==> src/rtl/counter_pkg.sv <==
// Shared sizing, types and round-robin pick helper for the counter request arbiter
// and its tag FIFO.
package counter_pkg;

    localparam int NUM_REQ      = 4;
    localparam int NUM_COUNTERS = 8;
    localparam int ADDR_W       = $clog2(NUM_COUNTERS);
    localparam int REQ_ID_W     = $clog2(NUM_REQ);

    typedef logic [REQ_ID_W-1:0] req_id_t;

    typedef struct packed {
        logic    found;
        req_id_t idx;
    } rr_pick_t;

    // First asserted bit of vld at or above ptr, wrapping to zero.
    function automatic rr_pick_t rr_pick(input logic [NUM_REQ-1:0] vld, input req_id_t ptr);
        rr_pick_t res;
        int       idx;
        res = '0;
        for (int k = 0; k < NUM_REQ; k++) begin
            idx = (int'(ptr) + k) % NUM_REQ;
            if (!res.found && vld[req_id_t'(idx)]) begin
                res.found = 1'b1;
                res.idx   = req_id_t'(idx);
            end
        end
        return res;
    endfunction

endpackage

==> src/rtl/counter_req_arbiter_tag_fifo.sv <==
// In-order FIFO of requester IDs; the head is visible combinationally so a
// return can be routed in the same cycle it is popped.
module cntr_tag_fifo
    import counter_pkg::*;
#(
    parameter int DEPTH = 8
) (
    input  logic                   clk,
    input  logic                   reset,
    input  logic                   push_i,
    input  req_id_t                push_id_i,
    input  logic                   pop_i,
    output req_id_t                head_o,
    output logic                   full_o,
    output logic                   empty_o,
    output logic [$clog2(DEPTH):0] count_o
);

    localparam int PTR_W = $clog2(DEPTH);

    req_id_t          mem_q [DEPTH];
    logic [PTR_W-1:0] wr_q, rd_q;
    logic [PTR_W:0]   cnt_q;
    logic             do_push, do_pop;

    assign full_o  = (cnt_q == (PTR_W+1)'(DEPTH));
    assign empty_o = (cnt_q == '0);
    assign count_o = cnt_q;
    assign head_o  = mem_q[rd_q];
    assign do_push = push_i && !full_o;
    assign do_pop  = pop_i && !empty_o;

    always_ff @(posedge clk) begin
        if (reset) begin
            wr_q  <= '0;
            rd_q  <= '0;
            cnt_q <= '0;
        end else begin
            if (do_push) wr_q <= wr_q + 1'b1;
            if (do_pop)  rd_q <= rd_q + 1'b1;
            cnt_q <= cnt_q + (PTR_W+1)'(do_push) - (PTR_W+1)'(do_pop);
        end
    end

    // Storage needs no reset: entries are only read once counted in.
    always_ff @(posedge clk) begin
        if (do_push) mem_q[wr_q] <= push_id_i;
    end

endmodule

==> src/rtl/counter_req_arbiter.sv <==
// Round-robin sharing of one counter increment engine between NUM_REQ requesters;
// returned values are routed back in issue order via the tag FIFO.
module counter_req_arbiter
    import counter_pkg::*;
#(
    parameter int COUNTER_WIDTH = 32,
    parameter int TAG_DEPTH     = 8
) (
    input  logic                         clk,
    input  logic                         reset,
    input  logic [NUM_REQ-1:0]           req_vld,
    input  logic [NUM_REQ*ADDR_W-1:0]    req_addr,
    output logic [NUM_REQ-1:0]           req_rdy,
    output logic [NUM_REQ-1:0]           rsp_vld,
    output logic [COUNTER_WIDTH-1:0]     rsp_val,
    output logic                         cntr_vld_out,
    output logic [ADDR_W-1:0]            cntr_addr_out,
    input  logic [COUNTER_WIDTH-1:0]     cntr_val_in,
    input  logic                         cntr_val_vld_in,
    input  logic                         cntr_init_done,
    output logic [$clog2(TAG_DEPTH):0]   outstanding,
    output logic                         orphan_err
);

    req_id_t                  rr_ptr_q, rr_ptr_d;
    logic                     cntr_vld_q;
    logic [ADDR_W-1:0]        cntr_addr_q;
    logic [NUM_REQ-1:0]       rsp_vld_q, rsp_vld_d;
    logic [COUNTER_WIDTH-1:0] rsp_val_q;
    logic                     orphan_q;

    rr_pick_t          pick;
    logic              fifo_full, fifo_empty;
    req_id_t           head_id;
    logic              eligible, accept, pop, orphan;
    logic [ADDR_W-1:0] sel_addr;

    // Fullness is sampled before this cycle's pop, so a pop never frees a slot
    // for a grant in the same cycle.
    assign eligible = !reset && cntr_init_done && !fifo_full;
    assign pick     = rr_pick(req_vld, rr_ptr_q);
    assign accept   = eligible && pick.found;
    assign sel_addr = req_addr[pick.idx*ADDR_W +: ADDR_W];
    assign pop      = cntr_val_vld_in && !fifo_empty;
    assign orphan   = cntr_val_vld_in && fifo_empty;

    always_comb begin
        req_rdy   = '0;
        rr_ptr_d  = rr_ptr_q;
        rsp_vld_d = '0;
        if (accept) begin
            req_rdy[pick.idx] = 1'b1;
            rr_ptr_d = (pick.idx == req_id_t'(NUM_REQ-1)) ? '0 : pick.idx + 1'b1;
        end
        if (pop) rsp_vld_d[head_id] = 1'b1;
    end

    cntr_tag_fifo #(.DEPTH(TAG_DEPTH)) u_tag_fifo (
        .clk       (clk),
        .reset     (reset),
        .push_i    (accept),
        .push_id_i (pick.idx),
        .pop_i     (pop),
        .head_o    (head_id),
        .full_o    (fifo_full),
        .empty_o   (fifo_empty),
        .count_o   (outstanding)
    );

    always_ff @(posedge clk) begin
        if (reset) begin
            rr_ptr_q    <= '0;
            cntr_vld_q  <= 1'b0;
            cntr_addr_q <= '0;
            rsp_vld_q   <= '0;
            rsp_val_q   <= '0;
            orphan_q    <= 1'b0;
        end else begin
            rr_ptr_q   <= rr_ptr_d;
            cntr_vld_q <= accept;
            if (accept) cntr_addr_q <= sel_addr;
            rsp_vld_q  <= rsp_vld_d;
            if (pop) rsp_val_q <= cntr_val_in;
            if (orphan) orphan_q <= 1'b1;
        end
    end

    always_ff @(posedge clk) begin
        if (!reset && accept)
            assert (int'(sel_addr) < NUM_COUNTERS)
            else $error("counter_req_arbiter: accepted address %0d out of range", sel_addr);
    end

    assign cntr_vld_out  = cntr_vld_q;
    assign cntr_addr_out = cntr_addr_q;
    assign rsp_vld       = rsp_vld_q;
    assign rsp_val       = rsp_val_q;
    assign orphan_err    = orphan_q;

endmodule

==> config.mk <==
export PLATFORM = sky130hd
export DESIGN_NAME = counter_req_arbiter
export DESIGN_NICKNAME = d
export VERILOG_FILES = /design/src/rtl/counter_pkg.sv /design/src/rtl/counter_req_arbiter_tag_fifo.sv /design/src/rtl/counter_req_arbiter.sv
export SDC_FILE = /design/constraint.sdc
export NUM_CORES = 1
export LEC_CHECK = 0
export CAP_MARGIN = 40
export CORE_AREA = 5 5 84 86
export DETAILED_ROUTE_END_ITERATION = 8
export DIE_AREA = 0 0 89 91
export HOLD_SLACK_MARGIN = 0.03
export PLACE_DENSITY_LB_ADDON = 0.2
export SYNTH_ARGS = -nofsm -noshare
export SYNTH_HDL_FRONTEND = slang
export SYNTH_SLANG_ARGS = --single-unit
==> constraint.sdc <==
create_clock -name clk -period 6.7 [get_ports clk]
set_clock_uncertainty 0.1 [all_clocks]
set_input_delay 1.34 -clock clk [delete_from_list [all_inputs] [get_ports clk]]
set_output_delay 1.34 -clock clk [all_outputs]
set_load 0.005 [all_outputs]
Run 1, M2 wires:
Drawn at 4 px/µm. Cells faint in the background.
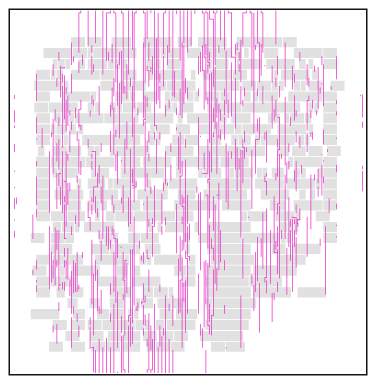
The wires run mostly vertical. 373 nets have wire on it. The layer carries 3330 µm of wire. The longest straight run is 29.9 µm.

Run 1, port wiring:
Drawn at 4 px/µm.
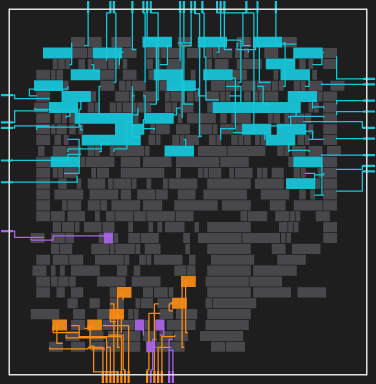
Key: rsp_val = cyan [bits 32, direction output, edge 18 top, 9 right, 5 left, end cells 32, buffers 32, wire 846 µm]; req_addr = orange [bits 12, direction input, edge bottom, end cells 6, buffers 12, wire 280 µm]; req_rdy = purple [bits 4, direction output, edge 3 bottom, 1 left, end cells 4, buffers 4, wire 61.8 µm]

Run 1, zoomed window:
Region (57, 58) to (77, 78) µm. Cells in grey, sequential cells in the stronger grey; small squares are vias.
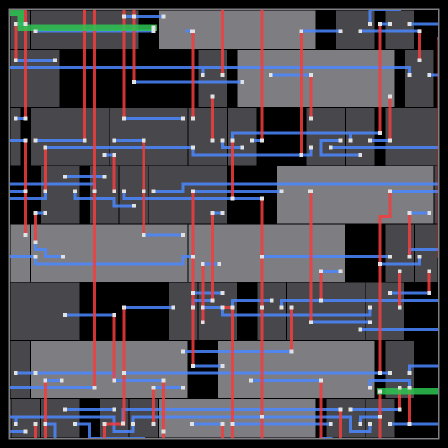
Key: M1 = blue; M2 = red; M3 = green
Netlist names of flops here include rsp_val (8). Sequential cells in the window: 8. 42 logic cells have their middle in the window. Most frequent: nand2_1 (17), a21oi_1 (8), dfxtp_1 (8).

==> impl_metrics.ini, run 1 <==
; synthesis and place-and-route metrics
[run_status]
status = finished clean

[finish]
fill_cells = 510
drive_above_1_share_pct = 6.750
fin_util_pct = 67.27
area_delta_synth_final_pct = 40.11

[setup_path]
crit_family = buffers and inverters
crit_buf_inv = 3
max_stage_delay_ps = 630
cp-end-kind = output port
path_cells = clkdlybuf4s50_1 > nor2b_1 > nor3_1 > o22a_1 > inv_1 > ha_1 > and2_1 > clkdlybuf4s50_1

[power]
fin_total_pwr_mw = 1.330
p_int_uw = 915.4
switching_share_pct = 31.17
clkPwrFrac_pct = 24.7
powerDensity_nw_per_um2 = 318.6
pwr-share-comb_pct = 32.8

[yosys]
synthTopCellsByCount = nand2_1 (77), dfxtp_1 (56), a21oi_1 (37)
avgSynthCellArea_um2 = 9.897
synth.area.top_cells = dfxtp_1 (38%), edfxtp_1 (16%), nand2_1 (9.7%)
syn_nets = 366
synth_cells = 301
yosys_area_um2 = 2979
ff_type = dfxtp_1
synthesis.area_um2 = 2979
async_reset_ff_share_pct = 0
postSynthSeqShare_pct = 53.76
yosysWarningCount = 0
most_common_cell = nand2_1
yosysTopAreaCell = dfxtp_1

[clock_network]
htree_levels = 3
clk_path_buf_depth = 2
path_clk_slew_ps = 70
cts_tree = yes
cts-resized-gates = 0
ctsRootBufferMaster = clkbuf_8

[placed_design]
place_ws_ps = 1520
portBuffers = 100
dp_hpwl_um = 4784

[global_routing]
antenna_found_initial = 0
grtUsageTotal_pct = 17.71
grt_pass1_vias = 2312
grt_max_degree = 53

[timing]
finalClockPeriodUsage_pct = 77.28
fin_tns_setup_ps = 0
drv_slew = 0
fmax_ghz = 0.1931
hold_slack_ps = 353.4
setup_viol = 0
fin_crit_ps = 5178
worst_slew_pin_slew_ps = 724.2

[detailed_routing]
via_per_inst = 4.904
routed_wl_um = 6795
drt_first_pass_iters = 4
ant_nets = 0

[floorplan]
die_area_um2 = 8099
rows = 29

[job]
openroad.warnings = 30
==> run 1: layer usage <==
metal | track usage (%) | wire length, µm | vias to the layer above | share of wire, %
li1 | - | - | 1204 | -
met1 | 21.91 | 2915 | 1062 | 43
met2 | 28.53 | 3327 | 60 | 49
met3 | 4.525 | 376 | 13 | 5.5
met4 | 8.437 | 176 | 0 | 2.6
met5 | 0 | 0 | - | 0
==> run 1: power groups by stage <==
stage | sequential (mW) | clock [mW] | combinational, mW
finish | 0.564 | 0.329 | 0.437
global route | 0.576 | 0.359 | 0.496
CTS | 0.565 | 0.336 | 0.444
detailed placement | 0.574 | 0 | 0.439
global placement | 0.571 | 0 | 0.429
floorplan | 0.569 | 0 | 0.257
==> run 1: area by class of cell <==
cell class / instances / area share (%)
well taps: 77 / 2.308
clock buffers: 9 / 2.968
clock inverters: 6 / 1.469
multi-input cells: 198 / 29.56
repair buffers: 101 / 24.04
flip-flops and latches: 72 / 38.37
inverters: 14 / 1.289
==> run 1: cell usage in the layout, fill, tap and decap left out, types with 4 or more instances in the layout <==
cell type        synthesis  routed
a21oi_1                 37      37
ha_1                    12      12
clkdlybuf4s50_1          0      99
nand2_1                 77      77
and2_1                   4       4
mux2i_1                  8       8
nor2_1                  17      17
edfxtp_1                16      16
clkinv_2                 1       4
clkbuf_8                 0       9
dfxtp_1                 56      56
inv_1                   11      11
==> run 1: path summary, 6_finish.rpt <==
check	startpoint	endpoint	slack (ps)	cells past startpoint
min reg2reg	rsp_val[3]	rsp_val[3]	350	2
max	req_vld[0]	req_rdy[0]	1520	8
max reg2reg	u_tag_fifo.count_o[1]	u_tag_fifo.count_o[2]	3520	10
min	rsp_val[3]	rsp_val[3]	350	2
==> run 1: cells by family (layout without fill, tap and decap cells) <==
logic type,after synthesis,count (layout),synth area share [%]
simple gates,117,117,17.72
flops,72,72,53.76
compound gates,49,49,9.745
buf+inv,31,130,4.830
fa+ha+maj,13,13,5.712
mux,13,13,6.468
xor+xnor,6,6,1.764
==> run 1: tightest hold or removal path, stage by stage, from the launching register on <==
cell     delay (ps)
dfxtp_1         310
nand2_1          50
a21oi_1          50
==> run 1: flip-flops by register name, summed over array words and instances, names as in the netlist, named ones only <==
signal / count
rsp_vld: 4
u_tag_fifo.mem_q: 16
u_tag_fifo.wr_q: 3
u_tag_fifo.count_o: 4
rr_ptr_q: 2
u_tag_fifo.rd_q: 3
orphan_err: 1
rsp_val: 32
cntr_addr_out: 3
cntr_vld_out: 1
==> run 1: through the flow <==
step                area (µm²)  instances
CTS                       4174        477
global placement          3989        462
finish                    4174        477
detailed placement        3989        462
global route              4174        477
floorplan                 2979        301
Run 1, clock routing:
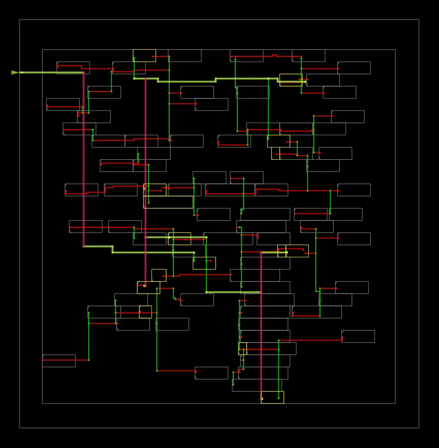

## Run 2: what changed since run 1
--- a/config.mk
+++ b/config.mk
@@ -6,9 +6,9 @@
 export NUM_CORES = 1
 export LEC_CHECK = 0
 export CAP_MARGIN = 40
-export CORE_AREA = 5 5 84 86
+export CORE_AREA = 5 5 88 90
 export DETAILED_ROUTE_END_ITERATION = 8
-export DIE_AREA = 0 0 89 91
+export DIE_AREA = 0 0 93 95
 export HOLD_SLACK_MARGIN = 0.03
 export PLACE_DENSITY_LB_ADDON = 0.2
 export SYNTH_ARGS = -nofsm -noshare
==> constraint.sdc (replaced) <==
create_clock -name clk -period 4.9 [get_ports clk]
set_clock_uncertainty 0.1 [all_clocks]
set_input_delay 0.98 -clock clk [delete_from_list [all_inputs] [get_ports clk]]
set_output_delay 0.98 -clock clk [all_outputs]
set_load 0.005 [all_outputs]
Run 2, clock routing:
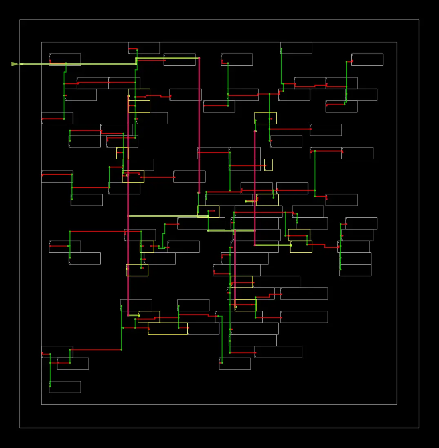
sequential cells: 72
CTS Sinks: 72

Run 2, zoomed window:
Region (60, 61) to (80, 81) µm. Cells in grey, sequential cells in the stronger grey; small squares are vias.
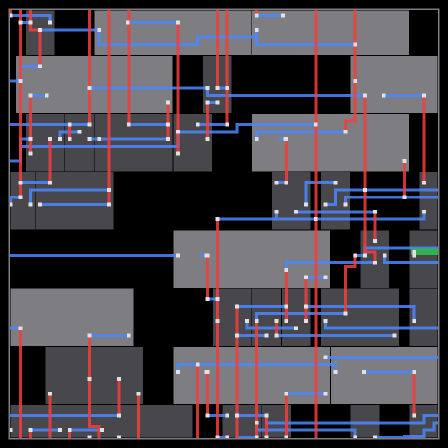
Key: M1 = blue; M2 = red; M3 = green
Sequential cells in the window: 9. 30 logic cells have their middle in the window. Most frequent: nand2_1 (10), dfxtp_1 (9), a21oi_1 (6). Netlist names of flops here include rsp_val (8), u_tag_fifo.rd_q (1).

Run 2, signal wires by layer:
Drawn at 6 px/µm. Two of the layers only.
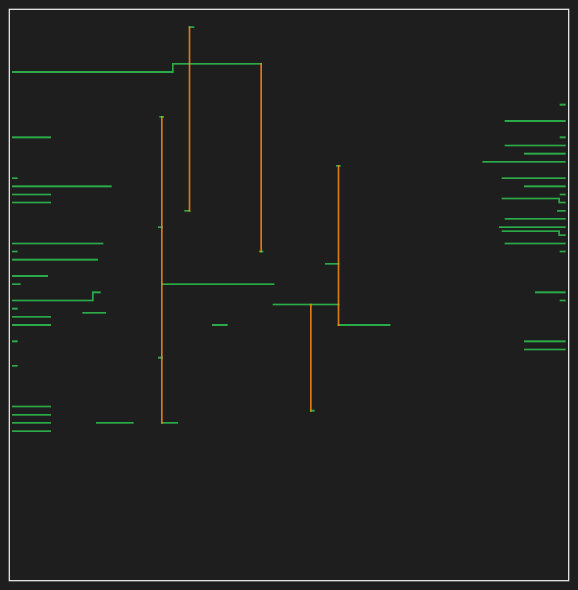
Key: M3 = green [wire length 360 µm]; M4 = orange [wire length 157 µm]
WL/cell: 13.42 µm
All-Layer GR Usage: 15.63%
Total Routed Length: 6536 µm
via count: 2389

==> run 2 against run 1 <==
  * Sequential power is 36% higher
  * Cell count increased by 2.1%
  * Count of clock-buffer cells in the layout is 4 higher
  * Sequential share of layout area is 0.52 points lower
  * Global-route usage shrank 2.1 points
  * Clock power up 43%
==> impl_metrics.ini, run 2 <==
; synthesis and place-and-route metrics
[detailed_routing]
ant_nets = 0
routed.top_layer = met4
wl_met1_um = 2781
routed-wl-met3_um = 359
via_per_inst = 4.906
met2_length_um = 3238
drt_first_pass_iters = 4

[clock_network]
htree_levels = 3
clk_path_buf_depth = 2
cts_tree = yes
path_clk_slew_ps = 70
ctsRootBufferMaster = clkbuf_8

[floorplan]
rows = 31
die_area_um2 = 8835

[run_status]
status = finished clean

[setup_path]
max_stage_delay_ps = 550
path_cells = clkdlybuf4s50_1 > a21oi_1 > or3b_1 > o211a_2 > clkinv_1 > ha_1 > and2_1 > clkdlybuf4s50_1
cp-end-kind = output port
crit_family = buffers and inverters

[yosys]
logic_family = simple AND/OR/NAND/NOR gates
ys_sh_adder_pct = 5.712
syn_nets = 366
ff_type = dfxtp_1
postSynthSeqShare_pct = 53.76
synth_cells = 301
ys_sh_simple_pct = 17.72
ys_sh_xor_pct = 1.764
yosys_area_um2 = 2979
synthAoiAreaFrac_pct = 9.744
most_common_cell = nand2_1
synth.area.top_cells = dfxtp_1 (38%), edfxtp_1 (16%), nand2_1 (9.7%)
synthTopCellsByCount = nand2_1 (77), dfxtp_1 (56), a21oi_1 (37)

[finish]
drive_above_1_share_pct = 7.673
fill_cells = 599
mostFrequentLayoutCells = clkdlybuf4s50_1 (99), nand2_1 (77), dfxtp_1 (56), a21oi_1 (37), nor2_1 (17)
largest_reg_flops = 32

[placed_design]
portBuffers = 100
place_ws_ps = 797.4
dp_hpwl_um = 4608

[power]
pwr-share-comb_pct = 33.0
p_int_mw = 1.286
fin_total_pwr_mw = 1.848
powerDensity_nw_per_um2 = 436.8
clkPwrFrac_pct = 25.4

[global_routing]
grt_pass1_vias = 2346
grt_max_degree = 52

[job]
openroad.warnings = 30

[timing]
setup_viol = 0
fmax_ghz = 0.2428
drv_slew = 0
run 2: cell counts after synthesis:
Identical to the previous run, type by type.
run 2: layout make-up:
class                      count  share of cell area [%]
timing repair buffer         104                   24.25
tap                           82                   2.425
clock buffer                  13                   4.494
antenna                        1                 0.05914
multi-input combinational    198                   29.15
clock inverter                 3                  0.5027
sequential                    72                   37.85
inverter                      14                   1.271
run 2: per-layer routing:
metal	up-vias	track usage [%]
li1	1215	-
met1	1100	19.07
met2	59	24.78
met3	15	4.781
met4	0	8.425
met5	-	0
run 2: power groups by stage:
stage | sequential, mW | combinational [mW] | clock (mW)
floorplan | 0.778 | 0.351 | 0
global placement | 0.780 | 0.604 | 0
detailed placement | 0.783 | 0.617 | 0
CTS | 0.770 | 0.622 | 0.483
global route | 0.786 | 0.686 | 0.512
finish | 0.768 | 0.611 | 0.469
run 2: through the flow:
step	util [%]	instances	cell area, µm²	hold WS (ps)
after CTS	60.57	486	4229	355.5
final	60.61	487	4232	353.3
after global placement	57.54	470	4018	340.7
after global routing	60.61	487	4232	370.5
after detailed placement	57.54	470	4018	345.8
after floorplan	-	301	2979	352.7
run 2: tightest hold or removal path: cells and delay by family (launching register included):
kind	cells	cell delay, ps
DFF	1	310
and+or+nand+nor	1	50
AOI/OAI and AO/OA	1	50
run 2: cells by family after synthesis:
family / count (synthesis)
AOI/OAI and AO/OA: 49
xor gates and xnor gates: 6
adders and majority gates: 13
buffers and inverters: 31
DFF: 72
muxes: 13
and+or+nand+nor: 117
run 2: final timing paths:
path	start	end	slack, ps	cells past startpoint
max	req_vld[1]	req_rdy[1]	780	8
min reg2reg	rsp_val[19]	rsp_val[19]	350	2
max reg2reg	u_tag_fifo.count_o[2]	u_tag_fifo.count_o[3]	2190	11
min	rsp_val[19]	rsp_val[19]	350	2
Power and IR drop assume default switching activity.
